`config.mk`:
```
export PLATFORM = sky130hd
export DESIGN_NAME = laser_collision
export DESIGN_NICKNAME = d
export VERILOG_FILES = /design/src/rtl/laser_collision.sv
export SDC_FILE = /design/constraint.sdc
export NUM_CORES = 1
export LEC_CHECK = 0
export ABC_AREA = 1
export CELL_PAD_IN_SITES_DETAIL_PLACEMENT = 1
export CELL_PAD_IN_SITES_GLOBAL_PLACEMENT = 2
export CORE_MARGIN = 2
export CORE_UTILIZATION = 33
export CTS_BUF_LIST = sky130_fd_sc_hd__clkbuf_8
export CTS_CLUSTER_SIZE = 40
export DETAILED_ROUTE_END_ITERATION = 10
export GPL_TIMING_DRIVEN = 0
export PLACE_DENSITY = 0.91
export SLEW_MARGIN = 20
export SYNTH_ARGS = -nofsm -noshare
export SYNTH_HDL_FRONTEND = slang
export SYNTH_SLANG_ARGS = --single-unit
```
`constraint.sdc`:
```
create_clock -name clk -period 8.47 [get_ports clk]
set_clock_uncertainty 0.2 [all_clocks]
set_input_delay 2.1175 -clock clk [delete_from_list [all_inputs] [get_ports clk]]
set_output_delay 2.1175 -clock clk [all_outputs]
set_load 0.03 [all_outputs]
```
`src/rtl/laser_collision.sv`:
```
// rtl/laser_collision.sv - laser versus invader-grid collision scanner with alive bitmap
module laser_collision #(
    parameter int COLS      = 6,
    parameter int ROWS      = 5,
    parameter int INV_W     = 32,
    parameter int INV_H     = 24,
    parameter int COL_PITCH = 48,
    parameter int ROW_PITCH = 36,
    parameter int PROJ_W    = 4,
    parameter int PROJ_H    = 12
) (
    input  logic                 clk,
    input  logic                 rst,
    input  logic                 frame,
    input  logic                 laser_active,
    input  logic [9:0]           laser_x,
    input  logic [9:0]           laser_y,
    input  logic [9:0]           grid_x,
    input  logic [9:0]           grid_y,
    input  logic                 new_wave,
    output logic [COLS-1:0]      invader_collision,
    output logic [ROWS*COLS-1:0] alive,
    output logic                 score_inc,
    output logic [2:0]           hit_row,
    output logic                 all_dead
);

    localparam int NCELL = ROWS * COLS;
    localparam int IDX_W = (NCELL > 1) ? $clog2(NCELL) : 1;
    localparam int COL_W = (COLS > 1) ? $clog2(COLS) : 1;
    localparam int ROW_W = (ROWS > 1) ? $clog2(ROWS) : 1;

    typedef enum logic [1:0] {
        IDLE,
        SCAN,
        HOLD
    } state_t;

    state_t             state_q;
    logic [ROW_W-1:0]   row_q;
    logic [COL_W-1:0]   col_q;
    logic [COLS-1:0]    coll_q;
    logic [NCELL-1:0]   alive_q;
    logic               score_q;
    logic [2:0]         hit_row_q;

    // Candidate geometry, widened to 11 bits so edge sums cannot wrap
    logic [10:0]        col_off_d;
    logic [10:0]        row_off_d;
    logic [10:0]        inv_x_d;
    logic [10:0]        inv_y_d;
    logic [10:0]        lx_d;
    logic [10:0]        ly_d;
    logic               overlap_x_d;
    logic               overlap_y_d;
    logic [IDX_W-1:0]   idx_d;
    logic               hit_d;
    logic               last_col_d;
    logic               last_d;
    logic [COLS-1:0]    onehot_d;

    // Evaluate the current scan candidate against the laser box
    always_comb begin
        col_off_d   = 11'(col_q) * 11'(COL_PITCH);
        row_off_d   = 11'(row_q) * 11'(ROW_PITCH);
        inv_x_d     = {1'b0, grid_x} + col_off_d;
        inv_y_d     = {1'b0, grid_y} + row_off_d;
        lx_d        = {1'b0, laser_x};
        ly_d        = {1'b0, laser_y};
        // Strict comparisons: boxes that only share an edge do not collide
        overlap_x_d = (lx_d < inv_x_d + 11'(INV_W)) &&
                      (lx_d + 11'(PROJ_W) > inv_x_d);
        overlap_y_d = (ly_d < inv_y_d + 11'(INV_H)) &&
                      (ly_d + 11'(PROJ_H) > inv_y_d);
        idx_d       = IDX_W'(row_q) * IDX_W'(COLS) + IDX_W'(col_q);
        hit_d       = alive_q[idx_d] && overlap_x_d && overlap_y_d;
        last_col_d  = (col_q == COL_W'(COLS - 1));
        // Rows run bottom to top, so row 0 / last column ends the scan
        last_d      = (row_q == '0) && last_col_d;
        onehot_d    = COLS'(1) << col_q;
    end

    // Scan FSM with registered outputs; new_wave overrides any same-cycle hit
    always_ff @(posedge clk or posedge rst) begin
        if (rst) begin
            state_q   <= IDLE;
            row_q     <= '0;
            col_q     <= '0;
            coll_q    <= '0;
            alive_q   <= '1;
            score_q   <= 1'b0;
            hit_row_q <= 3'd0;
        end else begin
            score_q <= 1'b0;
            if (new_wave) begin
                alive_q <= '1;
                coll_q  <= '0;
                state_q <= IDLE;
            end else begin
                case (state_q)
                    IDLE: begin
                        if (frame && laser_active) begin
                            state_q <= SCAN;
                            row_q   <= ROW_W'(ROWS - 1);
                            col_q   <= '0;
                        end
                    end
                    SCAN: begin
                        if (!laser_active) begin
                            // Laser vanished mid-scan: drop the frame, record nothing
                            state_q <= IDLE;
                        end else if (hit_d) begin
                            alive_q[idx_d] <= 1'b0;
                            coll_q         <= onehot_d;
                            hit_row_q      <= 3'(row_q);
                            score_q        <= 1'b1;
                            state_q        <= HOLD;
                        end else if (last_d) begin
                            state_q <= IDLE;
                        end else if (last_col_d) begin
                            col_q <= '0;
                            row_q <= row_q - ROW_W'(1);
                        end else begin
                            col_q <= col_q + COL_W'(1);
                        end
                    end
                    HOLD: begin
                        // Keep the collision visible until the laser stage retires the shot
                        if (!laser_active) begin
                            coll_q  <= '0;
                            state_q <= IDLE;
                        end
                    end
                    default: begin
                        state_q <= IDLE;
                    end
                endcase
            end
        end
    end

    assign invader_collision = coll_q;
    assign alive             = alive_q;
    assign score_inc         = score_q;
    assign hit_row           = hit_row_q;
    assign all_dead          = ~|alive_q;

endmodule

```
==> results.py <==
# Flow results
metrics = {
    "worst_setup_path": {
        "cp-end-kind": "register",
        "crit_slowest_cell": "clkdlybuf4s50_1",
        "cp.depth": 23,
        "crit_path_start": "grid_x[4]",
        "arrival_ns": 5.66,
        "required_ns": 8.48,
        "r2r_end": "invader_collision[2]",
        "cp_cell_sequence": "clkdlybuf4s50_1 -> ha_1 -> fa_1 -> inv_1 -> nand2_1 -> nand2_1 -> inv_1 -> ha_1 -> inv_1 -> ha_1 -> nand2_1 -> a21oi_1 -> nor2_1 -> nand2_1 -> nand2_1 -> nand2_1 -> nand2_1 -> a21oi_1 -> nor2_4 -> nand3_4 -> nand2_1 -> nand3_1 -> nand2_1",
        "slowest_delay_ns": 0.44,
        "path_class": "input port to register",
        "reg2reg_setup_slack_ns": 4.05,
        "r2r_cells": 24,
        "start_kind": "input port",
        "critical_path.most_common_cell": "nand2_1",
        "worstPathMaxFanout": 7,
    },
    "timing": {
        "hold_violations": 0,
        "slew_viol_final": 0,
        "hold_ws_ns": 0.275,
        "maxSlewHeadroom_pct": 35.2,
        "setup_viol": 0,
        "max_freq_mhz": 177,
        "fin_crit_ns": 5.65,
        "tightest_slew_ns": 0.970,
    },
    "synth": {
        "syn_area_um2": 5270,
        "syn_nets": 903,
        "ys_seq_share_pct": 23.5,
        "ys_types": 42,
        "syn_inst": 787,
        "syn_avg_cell_area_um2": 6.70,
    },
    "clock_network": {
        "clk_pin_slew_worst_paths_ns": 0.09,
        "clock_path_buffers": 2,
        "cts-buffers-inserted": 5,
        "postCtsHoldBufs": 0,
        "cts_tree": "done",
        "cts_setup_buffers": 0,
        "cts_resized": 0,
        "root_buffer": "clkbuf_8",
        "clkLatencyLatePin_ns": 0.32,
        "cts.sinks": 48,
        "htree_levels": 2,
    },
    "routing": {
        "met2_wirelength_mm": 6.71,
        "wl_met1_mm": 7.48,
        "firstDrtPassIters": 4,
        "ant_nets": 0,
        "dr.max_layer_used": "met4",
        "dr_wl_met3_um": 448,
        "vias": 5047,
        "drt-initial-drc-count": 169,
    },
    "global_routing": {
        "grt_busiest_layer": "met2",
        "antenna_found_initial": 0,
        "grt.overflow.total": 0,
        "grt_util_met1_pct": 26.6,
        "use_met2_pct": 30.2,
        "grt.met3_usage_pct": 2.08,
        "grt_pass1_wl_mm": 25.0,
        "grt_max_degree": 31,
        "grtUsageTotal_pct": 18.3,
        "first_global_vias": 5070,
    },
    "power_and_ir_drop": {
        "power.group.top": "combinational cells",
        "switchingPower_mw": 0.469,
        "p_clk_share_pct": 15.3,
        "p_seq_share_pct": 25.9,
        "ir_worst_vdd_mv": 0.0928,
        "p_per_area_nw_per_um2": 152,
        "powerClk_mw": 0.152,
        "p_seq_mw": 0.257,
        "p_comb_share_pct": 58.8,
        "switching_share_pct": 47.3,
    },
    "min_path": {
        "hp-class": "register to register",
        "holdPathEnd": "invader_collision[3]",
        "holdPathStages": 2,
        "hp-start": "invader_collision[3]",
    },
    "floorplanning": {
        "fp.dieH_um": 130,
        "ios": 86,
        "die-area_um2": 17000,
        "row_count": 46,
    },
    "placed_design": {
        "hpwl_mm": 11.9,
        "placed_area_um2": 6410,
        "place_congestion": 0.795,
    },
    "layout": {
        "fill_cells": 2077,
        "finish.utilization_pct": 41.3,
        "fin_nets": 996,
        "lay_top_cells": "nand2_1 (265), inv_1 (125), clkdlybuf4s50_1 (85)",
        "fin_area_um2": 6510,
        "drive_gt1_share_pct": 12.7,
        "lay_top_count": "nand2_1",
        "area.growth.synth_to_final_pct": 23.4,
    },
    "status": {
        "status": "finished, final reports clean",
    },
    "flow_run": {
        "tool_warnings": 36,
        "drv_cap": 0,
    },
}
[area by class of cell]
class                   instances  area (um2)  share of cell area [%]
plain buffers                  11         100                    1.54
clock buffers                   6        82.6                    1.27
clock inverters                 2        11.3                   0.173
inverters                     130         488                    7.50
multi-input cells             598        3450                    53.0
flip-flops and latches         48        1240                    19.0
well taps                     216         270                    4.15
repair buffers                 86         871                    13.4
[state kept, by name, indices dropped and copies added, names as in the netlist]
name,count
alive,30
col_q,3
hit_row,3
invader_collision,6
row_q,3
score_inc,1
state_q,2
[per-stage QoR]
stage          total power, mW  worst slack, ns  std cells
6_report                 0.991             2.82       1097
5_1_grt                   1.10             2.53       1097
2_1_floorplan            0.679             3.38        787
3_3_place_gp             0.834             2.53       1088
4_1_cts                   1.01             2.82       1097
3_5_place_dp             0.848             2.49       1089
[synth_stat cells, drive strengths merged]
master / n / area, um2
nand2: 297 / 1200
inv: 129 / 484
ha: 66 / 826
nor2: 66 / 279
nand3: 37 / 208
a21oi: 30 / 158
dfstp: 30 / 788
or2: 20 / 125
dfrtp: 18 / 450
xor2: 17 / 149
nand4: 14 / 87.6
buf: 9 / 92.6
nand3b: 7 / 52.6
o21ai: 7 / 35.0
nor3: 6 / 30.0
xnor2: 6 / 52.6
fa: 5 / 100
nor4: 4 / 25.0
o21a: 4 / 30.0
a21o: 3 / 22.5
nor3b: 3 / 22.5
and3: 2 / 12.5
clkbuf: 2 / 7.51
o211ai: 2 / 15.0
a2111oi: 1 / 10.0
and2: 1 / 6.26
clkinv: 1 / 3.75
[cell families after synthesis]
family,after synthesis,share of synthesized area [%]
xor gates and xnor gates,23,3.82
DFF,48,23.5
and+or+nand+nor,457,38.8
adders and majority gates,71,17.6
AOI/OAI and AO/OA,47,5.13
buffers and inverters,141,11.2
**Sizing map**

Scale: 3 px per um.
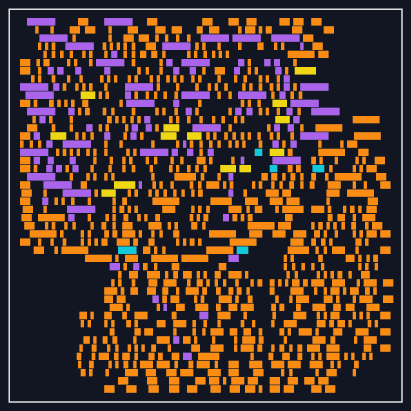
Purple stands for drive 2, cells 94, share 11%. Yellow stands for drive 6 and up, cells 13, share 1.5%. Cyan stands for drive 3 to 4, cells 5, share 0.57%. Orange stands for drive 1 or less, cells 769, share 87%.

**Placement by cell class**

Scale: 4 px per um.
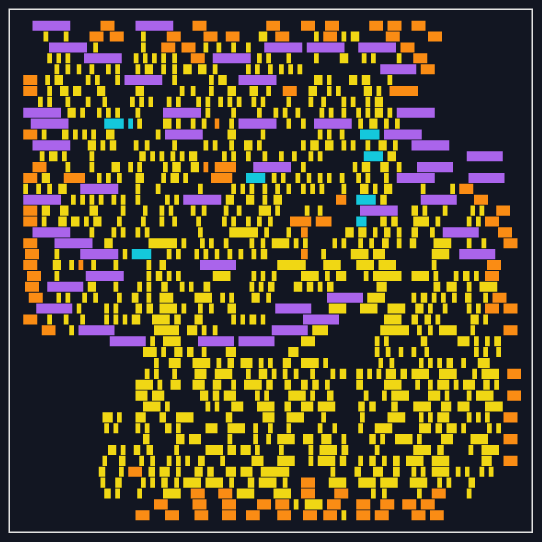
Purple stands for flops, cells 48, share of their area 20%. Cyan stands for clock drivers and dummy loads, cells 8, share of their area 1.5%. Yellow stands for all other logic, cells 728, share of their area 63%. Orange stands for other buffers and delay cells, cells 97, share of their area 16%.

Power and IR drop assume default switching activity.
